[config.mk]
export PLATFORM = sky130hd
export DESIGN_NAME = mc_control_fsm_flat
export DESIGN_NICKNAME = d
export VERILOG_FILES = /design/src/rtl/mc_control_fsm_pkg.sv /design/src/rtl/mc_control_fsm_if.sv /design/src/rtl/mc_control_fsm_wait_timer.sv /design/src/rtl/mc_control_fsm.sv /design/src/flat_wrapper.sv
export SDC_FILE = /design/constraint.sdc
export NUM_CORES = 1
export LEC_CHECK = 0
export ABC_AREA = 1
export CAP_MARGIN = 20
export CORE_MARGIN = 8
export CORE_UTILIZATION = 56
export CTS_CLUSTER_SIZE = 12
export DETAILED_ROUTE_END_ITERATION = 10
export PLACE_DENSITY = 0.87
export SYNTH_ARGS = -nofsm -noshare
export SYNTH_HDL_FRONTEND = slang
export SYNTH_HIERARCHICAL = 1
export SYNTH_SLANG_ARGS = --single-unit
[constraint.sdc]
create_clock -name clk -period 4 [get_ports clk]
set_input_delay 0.4 -clock clk [delete_from_list [all_inputs] [get_ports clk]]
set_output_delay 0.4 -clock clk [all_outputs]
set_load 0.02 [all_outputs]
[src/rtl/mc_control_fsm_pkg.sv]
// Shared encodings for the multi-cycle MIPS main controller: states, opcodes,
// datapath mux codes, fault codes and the packed per-cycle strobe bundle.
package mc_ctrl_pkg;

  typedef enum logic [3:0] {
    FETCH    = 4'd0,
    DECODE   = 4'd1,
    MEM_ADDR = 4'd2,
    MEM_RD   = 4'd3,
    MEM_WB   = 4'd4,
    MEM_WR   = 4'd5,
    EXEC     = 4'd6,
    R_WB     = 4'd7,
    BRANCH   = 4'd8,
    JUMP     = 4'd9,
    FAULT    = 4'd10
  } state_t;

  localparam logic [5:0] OP_R   = 6'h00;
  localparam logic [5:0] OP_LW  = 6'h23;
  localparam logic [5:0] OP_SW  = 6'h2B;
  localparam logic [5:0] OP_BEQ = 6'h04;
  localparam logic [5:0] OP_J   = 6'h02;

  typedef enum logic [1:0] {ALU_ADD = 2'b00, ALU_SUB = 2'b01, ALU_FUNCT = 2'b10} alu_op_t;
  typedef enum logic [1:0] {
    SRCB_REG = 2'b00, SRCB_FOUR = 2'b01, SRCB_IMM = 2'b10, SRCB_IMM_SH2 = 2'b11
  } src_b_t;
  typedef enum logic [1:0] {PCSRC_ALU = 2'b00, PCSRC_ALUOUT = 2'b01, PCSRC_JUMP = 2'b10} pc_src_t;
  typedef enum logic [1:0] {
    FAULT_NONE = 2'b00, FAULT_ILLEGAL = 2'b01, FAULT_TIMEOUT = 2'b10
  } fault_t;

  typedef struct packed {
    logic    pc_write;
    logic    pc_write_cond;
    pc_src_t pc_source;
    logic    i_or_d;
    logic    mem_read;
    logic    mem_write;
    logic    ir_write;
    logic    reg_dst;
    logic    mem_to_reg;
    logic    reg_write;
    logic    alu_src_a;
    src_b_t  alu_src_b;
    alu_op_t alu_op;
  } ctrl_t;

endpackage

[src/rtl/mc_control_fsm_if.sv]
// Controller <-> datapath bundle: memory handshake and opcode in, strobes and status out.
interface mc_control_fsm_if #(
  parameter int CNT_W = 32
);
  logic [5:0]       opcode;
  logic             mem_ready;
  logic             pc_write;
  logic             pc_write_cond;
  logic [1:0]       pc_source;
  logic             i_or_d;
  logic             mem_read;
  logic             mem_write;
  logic             ir_write;
  logic             reg_dst;
  logic             mem_to_reg;
  logic             reg_write;
  logic             alu_src_a;
  logic [1:0]       alu_src_b;
  logic [1:0]       alu_op;
  logic [3:0]       state;
  logic [1:0]       fault_code;
  logic [CNT_W-1:0] retired_count;

  modport master (
    input  opcode, mem_ready,
    output pc_write, pc_write_cond, pc_source, i_or_d, mem_read, mem_write, ir_write,
           reg_dst, mem_to_reg, reg_write, alu_src_a, alu_src_b, alu_op,
           state, fault_code, retired_count
  );

  modport slave (
    output opcode, mem_ready,
    input  pc_write, pc_write_cond, pc_source, i_or_d, mem_read, mem_write, ir_write,
           reg_dst, mem_to_reg, reg_write, alu_src_a, alu_src_b, alu_op,
           state, fault_code, retired_count
  );
endinterface

[src/rtl/mc_control_fsm_wait_timer.sv]
// Memory-wait watchdog: counts consecutive stalled cycles, clears when the stall ends.
// Latency: timeout is combinational in the WAIT_LIMIT-th stalled cycle.
// Backpressure: none; WAIT_LIMIT=0 disables the timeout entirely.
module mc_wait_timer #(
  parameter int WAIT_LIMIT = 15
) (
  input  logic clk,
  input  logic rst,
  input  logic hold,
  output logic timeout
);

  if (WAIT_LIMIT > 0) begin : g_timer
    localparam int CW = (WAIT_LIMIT > 1) ? $clog2(WAIT_LIMIT) : 1;
    localparam logic [CW-1:0] LAST = CW'(WAIT_LIMIT - 1);

    logic [CW-1:0] cnt;

    always_ff @(posedge clk) begin
      if (rst || !hold) begin
        cnt <= '0;
      end else if (cnt != LAST) begin
        cnt <= cnt + CW'(1);
      end
    end

    assign timeout = hold && (cnt == LAST);
  end else begin : g_no_timer
    assign timeout = 1'b0;
  end

endmodule

[src/rtl/mc_control_fsm.sv]
// Multi-cycle MIPS main controller: sequences fetch/decode/execute and issues datapath strobes.
// Latency: R 4, lw 5, sw 4, beq 3, j 3 cycles with memory always ready.
// Backpressure: stalls in FETCH/MEM_RD/MEM_WR until mem_ready; faults after WAIT_LIMIT stalls.
module mc_control_fsm
  import mc_ctrl_pkg::*;
#(
  parameter int WAIT_LIMIT = 15,
  parameter int CNT_W      = 32
) (
  input logic             clk,
  input logic             rst,
  mc_control_fsm_if.master bus
);

  state_t           state_q, state_d;
  fault_t           fault_q, fault_d;
  logic [CNT_W-1:0] retired_q;
  ctrl_t            ctrl, strb;
  logic             hold, timeout, retire;

  assign hold = (state_q inside {FETCH, MEM_RD, MEM_WR}) && !bus.mem_ready;

  mc_wait_timer #(.WAIT_LIMIT(WAIT_LIMIT)) u_wait_timer (
    .clk     (clk),
    .rst     (rst),
    .hold    (hold),
    .timeout (timeout)
  );

  always_comb begin
    state_d = state_q;
    fault_d = fault_q;
    ctrl    = '0;
    case (state_q)
      FETCH: begin
        ctrl.mem_read  = 1'b1;
        ctrl.alu_src_b = SRCB_FOUR;
        ctrl.ir_write  = bus.mem_ready;
        ctrl.pc_write  = bus.mem_ready;
        if (bus.mem_ready) begin
          state_d = DECODE;
        end else if (timeout) begin
          state_d = FAULT;
          fault_d = FAULT_TIMEOUT;
        end
      end
      DECODE: begin
        ctrl.alu_src_b = SRCB_IMM_SH2;
        case (bus.opcode)
          OP_R:         state_d = EXEC;
          OP_LW, OP_SW: state_d = MEM_ADDR;
          OP_BEQ:       state_d = BRANCH;
          OP_J:         state_d = JUMP;
          default: begin
            state_d = FAULT;
            fault_d = FAULT_ILLEGAL;
          end
        endcase
      end
      MEM_ADDR: begin
        ctrl.alu_src_a = 1'b1;
        ctrl.alu_src_b = SRCB_IMM;
        state_d        = (bus.opcode == OP_LW) ? MEM_RD : MEM_WR;
      end
      MEM_RD: begin
        ctrl.mem_read = 1'b1;
        ctrl.i_or_d   = 1'b1;
        if (bus.mem_ready) begin
          state_d = MEM_WB;
        end else if (timeout) begin
          state_d = FAULT;
          fault_d = FAULT_TIMEOUT;
        end
      end
      MEM_WB: begin
        ctrl.reg_write  = 1'b1;
        ctrl.mem_to_reg = 1'b1;
        state_d         = FETCH;
      end
      MEM_WR: begin
        ctrl.mem_write = 1'b1;
        ctrl.i_or_d    = 1'b1;
        if (bus.mem_ready) begin
          state_d = FETCH;
        end else if (timeout) begin
          state_d = FAULT;
          fault_d = FAULT_TIMEOUT;
        end
      end
      EXEC: begin
        ctrl.alu_src_a = 1'b1;
        ctrl.alu_op    = ALU_FUNCT;
        state_d        = R_WB;
      end
      R_WB: begin
        ctrl.reg_write = 1'b1;
        ctrl.reg_dst   = 1'b1;
        state_d        = FETCH;
      end
      BRANCH: begin
        ctrl.alu_src_a     = 1'b1;
        ctrl.alu_op        = ALU_SUB;
        ctrl.pc_write_cond = 1'b1;
        ctrl.pc_source     = PCSRC_ALUOUT;
        state_d            = FETCH;
      end
      JUMP: begin
        ctrl.pc_write  = 1'b1;
        ctrl.pc_source = PCSRC_JUMP;
        state_d        = FETCH;
      end
      FAULT:   state_d = FAULT;
      default: state_d = FAULT;
    endcase
  end

  // Only completing states count, so a stalled FETCH looping on itself never retires.
  assign retire = (state_d == FETCH) && (state_q inside {MEM_WB, MEM_WR, R_WB, BRANCH, JUMP});

  always_ff @(posedge clk) begin
    if (rst) begin
      state_q   <= FETCH;
      fault_q   <= FAULT_NONE;
      retired_q <= '0;
    end else begin
      state_q <= state_d;
      fault_q <= fault_d;
      if (retire) retired_q <= retired_q + CNT_W'(1);
    end
  end

  assign strb = rst ? '0 : ctrl;

  assign bus.pc_write      = strb.pc_write;
  assign bus.pc_write_cond = strb.pc_write_cond;
  assign bus.pc_source     = strb.pc_source;
  assign bus.i_or_d        = strb.i_or_d;
  assign bus.mem_read      = strb.mem_read;
  assign bus.mem_write     = strb.mem_write;
  assign bus.ir_write      = strb.ir_write;
  assign bus.reg_dst       = strb.reg_dst;
  assign bus.mem_to_reg    = strb.mem_to_reg;
  assign bus.reg_write     = strb.reg_write;
  assign bus.alu_src_a     = strb.alu_src_a;
  assign bus.alu_src_b     = strb.alu_src_b;
  assign bus.alu_op        = strb.alu_op;
  assign bus.state         = state_q;
  assign bus.fault_code    = fault_q;
  assign bus.retired_count = retired_q;

endmodule

[src/flat_wrapper.sv]
// flat-port wrapper written by rule: the top's interface ports become plain ports
module mc_control_fsm_flat import mc_ctrl_pkg::*;
#(
  parameter int WAIT_LIMIT = 15,
  parameter int CNT_W      = 32
)
  (clk, rst, bus_opcode, bus_mem_ready, bus_pc_write, bus_pc_write_cond, bus_pc_source, bus_i_or_d, bus_mem_read, bus_mem_write, bus_ir_write, bus_reg_dst, bus_mem_to_reg, bus_reg_write, bus_alu_src_a, bus_alu_src_b, bus_alu_op, bus_state, bus_fault_code, bus_retired_count);
  mc_control_fsm_if #(.CNT_W(CNT_W)) bus_i ();
  input logic clk;
  input logic rst;
  input wire logic [$bits(bus_i.opcode)-1:0] bus_opcode;
  input wire logic [$bits(bus_i.mem_ready)-1:0] bus_mem_ready;
  output wire logic [$bits(bus_i.pc_write)-1:0] bus_pc_write;
  output wire logic [$bits(bus_i.pc_write_cond)-1:0] bus_pc_write_cond;
  output wire logic [$bits(bus_i.pc_source)-1:0] bus_pc_source;
  output wire logic [$bits(bus_i.i_or_d)-1:0] bus_i_or_d;
  output wire logic [$bits(bus_i.mem_read)-1:0] bus_mem_read;
  output wire logic [$bits(bus_i.mem_write)-1:0] bus_mem_write;
  output wire logic [$bits(bus_i.ir_write)-1:0] bus_ir_write;
  output wire logic [$bits(bus_i.reg_dst)-1:0] bus_reg_dst;
  output wire logic [$bits(bus_i.mem_to_reg)-1:0] bus_mem_to_reg;
  output wire logic [$bits(bus_i.reg_write)-1:0] bus_reg_write;
  output wire logic [$bits(bus_i.alu_src_a)-1:0] bus_alu_src_a;
  output wire logic [$bits(bus_i.alu_src_b)-1:0] bus_alu_src_b;
  output wire logic [$bits(bus_i.alu_op)-1:0] bus_alu_op;
  output wire logic [$bits(bus_i.state)-1:0] bus_state;
  output wire logic [$bits(bus_i.fault_code)-1:0] bus_fault_code;
  output wire logic [$bits(bus_i.retired_count)-1:0] bus_retired_count;
  assign bus_i.opcode = bus_opcode;
  assign bus_i.mem_ready = bus_mem_ready;
  assign bus_pc_write = bus_i.pc_write;
  assign bus_pc_write_cond = bus_i.pc_write_cond;
  assign bus_pc_source = bus_i.pc_source;
  assign bus_i_or_d = bus_i.i_or_d;
  assign bus_mem_read = bus_i.mem_read;
  assign bus_mem_write = bus_i.mem_write;
  assign bus_ir_write = bus_i.ir_write;
  assign bus_reg_dst = bus_i.reg_dst;
  assign bus_mem_to_reg = bus_i.mem_to_reg;
  assign bus_reg_write = bus_i.reg_write;
  assign bus_alu_src_a = bus_i.alu_src_a;
  assign bus_alu_src_b = bus_i.alu_src_b;
  assign bus_alu_op = bus_i.alu_op;
  assign bus_state = bus_i.state;
  assign bus_fault_code = bus_i.fault_code;
  assign bus_retired_count = bus_i.retired_count;
  mc_control_fsm #(.WAIT_LIMIT(WAIT_LIMIT), .CNT_W(CNT_W)) u_core (.clk(clk), .rst(rst), .bus(bus_i));
endmodule
### Metal 1, run 1

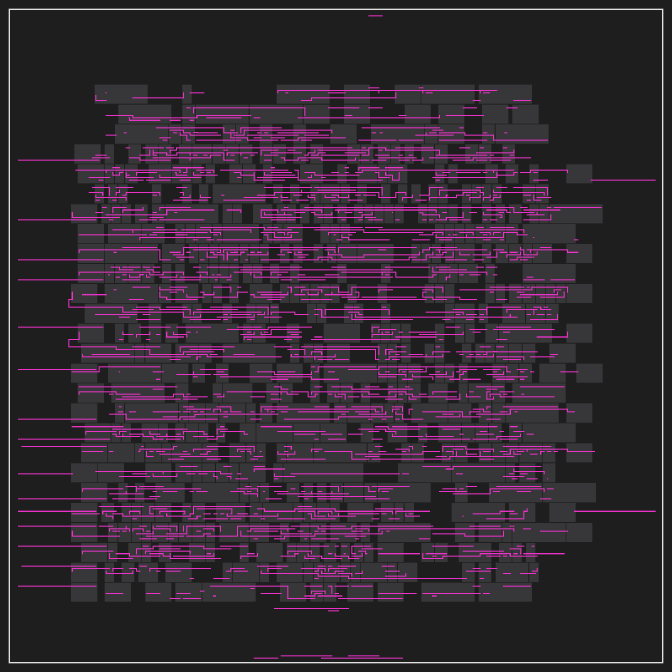
501 nets have wire on it. The longest straight run is 29.9 um. The layer holds 45% of the routed length. The wires run mostly horizontal. The layer carries 4,000 um of wire.
met1 capacity usage during global routing: 28.5%
via count: 3,469
wire length reported by the detailed router: 8940 um

### Met2 routing, run 1

Scale bar: 20 um.
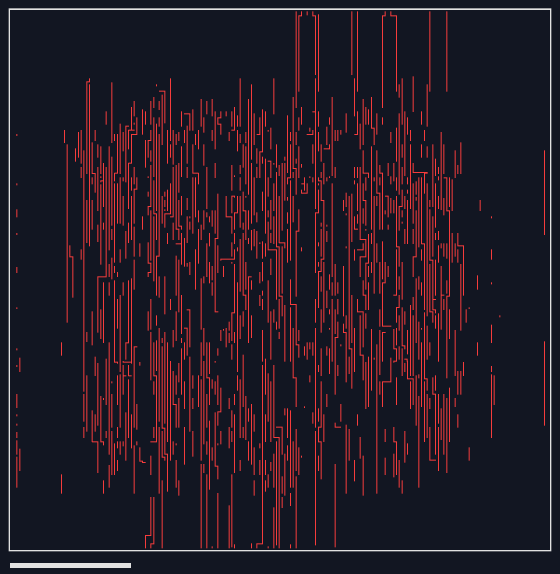
The longest straight run is 39.6 um. The wires run mostly vertical. The layer carries 4,060 um of wire. 466 nets have wire on it. The layer holds 45% of the routed length.

### Signal wires on met3, run 1

Scale bar: 20 um.
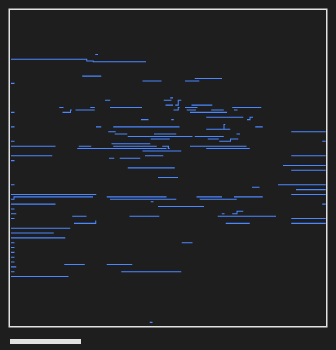
The layer holds 8.2% of the routed length. 88 nets have wire on it.

==> results.txt, run 1 <==
impl run done, here's what came out: result of the run completed, CTS tree yes, Worst R2R Setup Slack 1190 ps, CTS H-Tree Depth 2, post-synthesis average cell area 6.23 um^2, x dimension of the die 89.0 um, clock buffer depth 2, final period demand of the worst path 2810 ps, Final Slew Violations 0, area enclosed by the die boundary 7920 um^2, power of the combinational group 0.665 mW, leading cell type by number of instances after synthesis sky130_fd_sc_hd__nand2_1, P&R area growth vs syn 24.1%, startpoint of the worst setup timing path u_core/bus.state[1], most used routing layer met2, Cell Count, Final, Fillers Out 604, xor/xnor share of the synthesized area 4.69%, area fraction in and, or, nand and nor cells 43.5%, Yosys top cell area share 28.2%, warning count from the yosys run 6, critical path class register to register, worst hold slack 475 ps, cell row count 26, clock sinks 42, Leakage 1.35 nW, capturing instance or port of the critical path u_core/bus.retired_count[0], Critical Path AT 3010 ps, post_cts resized 0, Largest area class, layout combinational gates, Power Total 1.49 mW, via count of the first global-routing pass 3,172, reg-to-reg critical path startpoint u_core/bus.state[1], overall die height 89.0 um, fraction of the cycle the final worst path needs 70.3%, remaining routing DRC violations 0, Final Hold Violation Tally 0, non-clock buffering overhead in the final layout 17.4%, Post-Synth Adder-Cell Area 1.26%, sequential cell area 841 um^2, MaxCap Viol Count 0, placed cell area 3600 um^2, number of multi-input combinational cells 386, pre-CTS setup slack 1200 ps, peak clock frequency supported by timing 0.355 GHz, required time at the worst-slack endpoint 4200 ps, slack of the critical path 1190 ps, Synth area leader sky130_fd_sc_hd__dfxtp_1, invs w/o clock 33, # Cells Yosys 479, area of the mapped netlist 2990 um^2, number of filler cells placed in the layout 487, count of antenna diodes in the layout 0, R2R depth 15, uppermost metal layer occupied by signal nets met4, boundary pin count 63, footprint of the multi-input gates 1900 um^2, EDFF count, synth 0, Comb area share 51.3%, number of nets at floorplan 491, antenna violations before repair 0, Logic pwr share 44.6%, Reg2Reg Capture Point u_core/bus.retired_count[0], total routing usage reported by global routing 22.8%, main flop type after synthesis sky130_fd_sc_hd__dfxtp_1, detailed-routing iteration count for the pre-antenna-repair pass 5, number of ordinary and repair buffers in the finished layout 65, fraction of the mapped netlist area in compound gates 14.2%, Registers, synthesis 42, flip-flop count of the largest register after layout 32, part of the total power dissipated in the clock network 22.9%, unrepaired setup endpoints after global routing no, sequential logic power 0.484 mW, CTS Root Cell sky130_fd_sc_hd__clkbuf_8, Core Region 5140 um^2, switch share 43.9%, layout cell share with drive strength beyond 1 7.30%, routed length per placed instance 14.8 um, post-CTS setup-driven buffer insertion count 0, tally of buffers added on design ports 62, count of tool warnings 28, met3 GRT Util 4.87%, nets 545, global-route met2 utilization 37.8%, count of mapped cells out of synthesis 479, post-placement cell count 596, internal power 0.835 mW, top area cells in the synthesized netlist sky130_fd_sc_hd__dfxtp_1 (28%), sky130_fd_sc_hd__nand2_1 (16%), sky130_fd_sc_hd__nor2_1 (9.3%), sky130_fd_sc_hd__a21oi_1 (7.0%), sky130_fd_sc_hd__nand3_1 (6.9%), routed length on met3 732 um, number of clock buffer instances in the layout 6, final cell utilization of the core 72.1%, most frequently placed logic cell in the final layout sky130_fd_sc_hd__nand2_1, GR Overflow Total 0, flop count 42, MUX area fraction 0%, worst hold path startpoint u_core/bus.fault_code[1], number of unique standard cell types used by synthesis 29, Seq/total area 22.7%, synthesized chip area reported by yosys 2990 um^2, worst clock skew 5.72 ps, number of clock buffers inserted by TritonCTS 5, final RePlAce weighted congestion 0.954, top power consumer group combinational logic, final HPWL from detailed placement 6600 um, number of hold buffers added after cts 0, share of total power in sequential cells 32.5%, Endpoint, Worst Hold u_core/bus.fault_code[1], clock-pin slew of the registers on the worst-case setup and hold paths 90 ps, critical-path maximum fanout 31, top cell types by occurrence after synthesis sky130_fd_sc_hd__nand2_1 (127), sky130_fd_sc_hd__nor2_1 (74), sky130_fd_sc_hd__a21oi_1 (42), sky130_fd_sc_hd__dfxtp_1 (42), sky130_fd_sc_hd__nand3_1 (41), total setup violations reported at the end of the flow 0, dominant non-sequential cell family after synthesis simple AND/OR/NAND/NOR gates, aggregate negative setup slack 0 ps, remaining number of nets flagged by the antenna check after routing 0, dominant logic cell types in the final layout sky130_fd_sc_hd__nand2_1 (127), sky130_fd_sc_hd__nor2_1 (74), sky130_fd_sc_hd__clkdlybuf4s50_1 (62), relative area of clock buffers and inverters in the final design 2.97%, clock group total power 0.341 mW, power density relative to cell area 402 nW/um^2, slew of the pin with the lowest slew margin 704 ps, pin count of the biggest net entering global routing 46, vias per inst 5.74, sequential fraction of the synthesis area 28.2%, tap cell instance count 70, Iteration-0 DRC Markers 306, insertion delay at the late pin of the worst-skew pair 300 ps, cell area after layout 3710 um^2, net switching power 0.654 mW, worst relative slew slack 53.0%, detailed-route wire length on metal 1 4000 um, worst ir drop on vdd 327 uV, Hold Crit Class register to register, first-pass GRT wire length 14,500 um
[run 1: critical path, cell delays in order, from the launching register on]
cell	delay (ps)
sky130_fd_sc_hd__dfxtp_1	550
sky130_fd_sc_hd__nand2_1	130
sky130_fd_sc_hd__inv_1	90
sky130_fd_sc_hd__nand2_2	90
sky130_fd_sc_hd__nand3_4	120
sky130_fd_sc_hd__nand2_1	70
sky130_fd_sc_hd__inv_1	70
sky130_fd_sc_hd__inv_1	70
sky130_fd_sc_hd__nor2_1	190
sky130_fd_sc_hd__nor3_1	110
sky130_fd_sc_hd__nand2_2	110
sky130_fd_sc_hd__nand3_2	500
sky130_fd_sc_hd__nor2_1	400
sky130_fd_sc_hd__nand2_1	90
sky130_fd_sc_hd__nand2_1	70
sky130_fd_sc_hd__nor2_1	50
==> run 2: changes to the inputs <==
--- a/config.mk
+++ b/config.mk
@@ -8,10 +8,10 @@
 export ABC_AREA = 1
 export CAP_MARGIN = 20
 export CORE_MARGIN = 8
-export CORE_UTILIZATION = 56
+export CORE_UTILIZATION = 52
 export CTS_CLUSTER_SIZE = 12
 export DETAILED_ROUTE_END_ITERATION = 10
-export PLACE_DENSITY = 0.87
+export PLACE_DENSITY = 0.81
 export SYNTH_ARGS = -nofsm -noshare
 export SYNTH_HDL_FRONTEND = slang
 export SYNTH_HIERARCHICAL = 1
==> constraint.sdc (replaced) <==
create_clock -name clk -period 2.7 [get_ports clk]
set_input_delay 0.27 -clock clk [delete_from_list [all_inputs] [get_ports clk]]
set_output_delay 0.27 -clock clk [all_outputs]
set_load 0.02 [all_outputs]
==> run 2 against run 1 <==
Net effect: via count decreased by 2.4%; synthesized cell count unchanged; sequential power increased by 48%; clock power increased by 84%; total power increased by 62%; critical path depth decreased by 2.
==> results.txt, run 2 <==
impl run done, here's what came out: met3 GRT Util 5.05% (+0.18 points), Core Region 5540 um^2 (+7.8%), result of the run completed, total routing usage reported by global routing 20.1% (-2.7 points), pin count of the biggest net entering global routing 46 (unchanged), Worst R2R Setup Slack 240 ps (-950 ps), number of buffer and inverter instances along the worst setup path 2 (-1), layout cell share with drive strength beyond 1 8.35% (+1.0 points), Synth area leader sky130_fd_sc_hd__dfxtp_1, clock buffer depth 2 (unchanged), peak clock frequency supported by timing 0.407 GHz (+14%), fraction of the cycle the final worst path needs 91.1% (+21 points), post-synthesis average cell area 6.23 um^2 (unchanged), R2R depth 13 (-2), Logic pwr share 44.3% (-0.3 points), remaining number of nets flagged by the antenna check after routing 0 (unchanged), critical-path maximum fanout 15 (-52%), power density relative to cell area 633 nW/um^2 (+57%), number of cells on the critical path 13 (-2), routed length per placed instance 14.5 um (-2.0%), Hold Crit Class register to register, first-pass GRT wire length 14,700 um (+0.90%), power of the combinational group 1.07 mW (+61%), cell area after layout 3810 um^2 (+2.7%), leading cell type by number of instances after synthesis sky130_fd_sc_hd__nand2_1, pre-CTS setup slack 161 ps (-1040 ps), Final Hold Violation Tally 0 (unchanged), nets 550 (+0.92%), insertion delay at the late pin of the worst-skew pair 300 ps (about the same), total setup violations reported at the end of the flow 0 (unchanged), worst hold slack 469 ps (-6.36 ps), Endpoint, Worst Hold u_core/bus.fault_code[0], share of total power in sequential cells 29.7% (-2.8 points), MaxCap Viol Count 0 (unchanged), clock sinks 42 (unchanged), required time at the worst-slack endpoint 2930 ps (-1270 ps), worst ir drop on vdd 516 uV (+58%), Final Slew Violations 0 (unchanged), switch share 41.1% (-2.8 points), Iteration-0 DRC Markers 298 (-2.6%), dominant logic cell types in the final layout sky130_fd_sc_hd__nand2_1 (127), sky130_fd_sc_hd__nor2_1 (74), sky130_fd_sc_hd__clkdlybuf4s50_1 (62), Registers, synthesis 42 (unchanged), most frequently placed logic cell in the final layout sky130_fd_sc_hd__nand2_1, number of unique standard cell types used by synthesis 29 (unchanged), EDFF count, synth 0 (unchanged), slack of the critical path 241 ps (-946 ps), top area cells in the synthesized netlist sky130_fd_sc_hd__dfxtp_1 (28%), sky130_fd_sc_hd__nand2_1 (16%), sky130_fd_sc_hd__nor2_1 (9.3%), sky130_fd_sc_hd__a21oi_1 (7.0%), sky130_fd_sc_hd__nand3_1 (6.9%), final period demand of the worst path 2460 ps (-354 ps), CTS H-Tree Depth 2 (unchanged), slew of the pin with the lowest slew margin 502 ps (-202 ps), number of nets at floorplan 491 (unchanged), sequential fraction of the synthesis area 28.2% (unchanged), number of clock buffers inserted by TritonCTS 5 (unchanged), aggregate negative setup slack 0 ps (unchanged), clock group total power 0.626 mW (+84%), critical path cell sequence nor2_2, nand2_2, nand3_4, nand2_1, inv_1, inv_1, nor2_1, nor3_1, nand2_2, nand2_2, nor2_4, nand3_1, a21oi_1, Reg2Reg Capture Point u_core/bus.retired_count[14], Cell Count, Final, Fillers Out 611 (+1.2%), final RePlAce weighted congestion 0.973 (+1.9%), cell row count 27 (+3.8%), flip-flop count of the largest register after layout 32 (unchanged), # Cells Yosys 479 (unchanged), CTS tree yes, worst clock skew 7.87 ps (+2.16 ps), worst relative slew slack 66.5% (+14 points), top power consumer group combinational logic, count of antenna diodes in the layout 0 (unchanged), main flop type after synthesis sky130_fd_sc_hd__dfxtp_1, post-CTS setup-driven buffer insertion count 0 (unchanged), net switching power 0.991 mW (+51%), post-placement cell count 601 (+0.84%), internal power 1.42 mW (+70%), cell mode on critical path sky130_fd_sc_hd__nand2_2, GR Overflow Total 0 (unchanged), CTS Root Cell sky130_fd_sc_hd__clkbuf_8, count of mapped cells out of synthesis 479 (unchanged), final cell utilization of the core 68.7% (-3.4 points), capturing instance or port of the critical path u_core/bus.retired_count[14], clock-pin slew of the registers on the worst-case setup and hold paths 80 ps (about the same), startpoint of the worst setup timing path u_core/bus.state[3], Yosys top cell area share 28.2% (unchanged), synthesized chip area reported by yosys 2990 um^2 (unchanged), reg-to-reg critical path startpoint u_core/bus.state[3], area of the mapped netlist 2990 um^2 (unchanged)
[run 2: cell counts after synthesis]
Identical to the previous run, type by type.
[run 2: cell families after synthesis]
kind of cell,Yosys count,synth area share (%)
AOI/OAI and AO/OA,82,14.2
xor gates and xnor gates,16,4.69
adders and majority gates,3,1.26
buffers and inverters,51,8.17
DFF,42,28.2
and+or+nand+nor,285,43.5
[run 2: area by class of cell]
class | instances | area [um^2]
Fill cell | 488 | 1730
Timing Repair Buffer | 69 | 698
Clock buffer | 6 | 82.6
Tap cell | 72 | 90.1
Sequential cell | 42 | 841
Multi-Input combinational cell | 387 | 1910
Inverter | 33 | 124
Clock inverter | 2 | 60.1
[run 2: metal layers]
layer	routed length (um)	vias up
met1	4030	1557
li1	-	1680
met3	662	15
met4	103	0
met2	4060	135
met5	0	-
### Metal 1, run 2

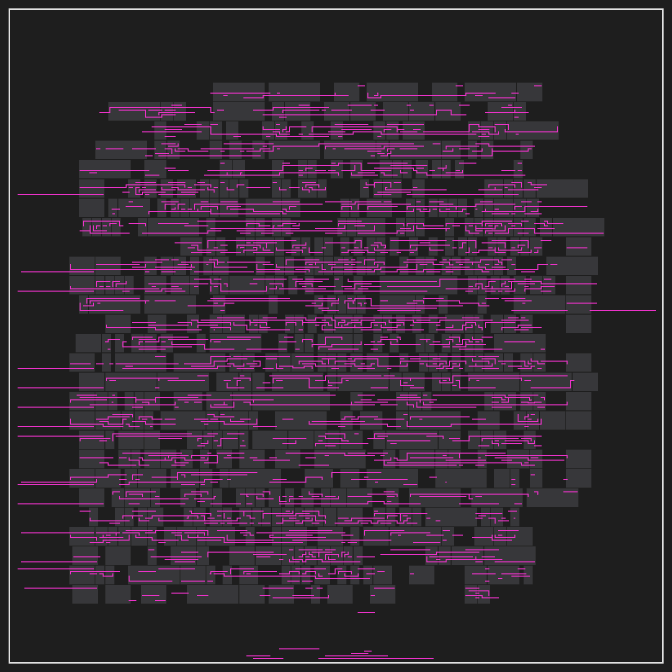
The longest straight run is 25.3 um. The layer carries 4,030 um of wire. The layer holds 45% of the routed length. The wires run mostly horizontal. 514 nets have wire on it.
met1 capacity usage during global routing: 25.5%
wire length reported by the detailed router: 8860 um
via count: 3,387

Power is estimated from default activity; no workload was simulated.
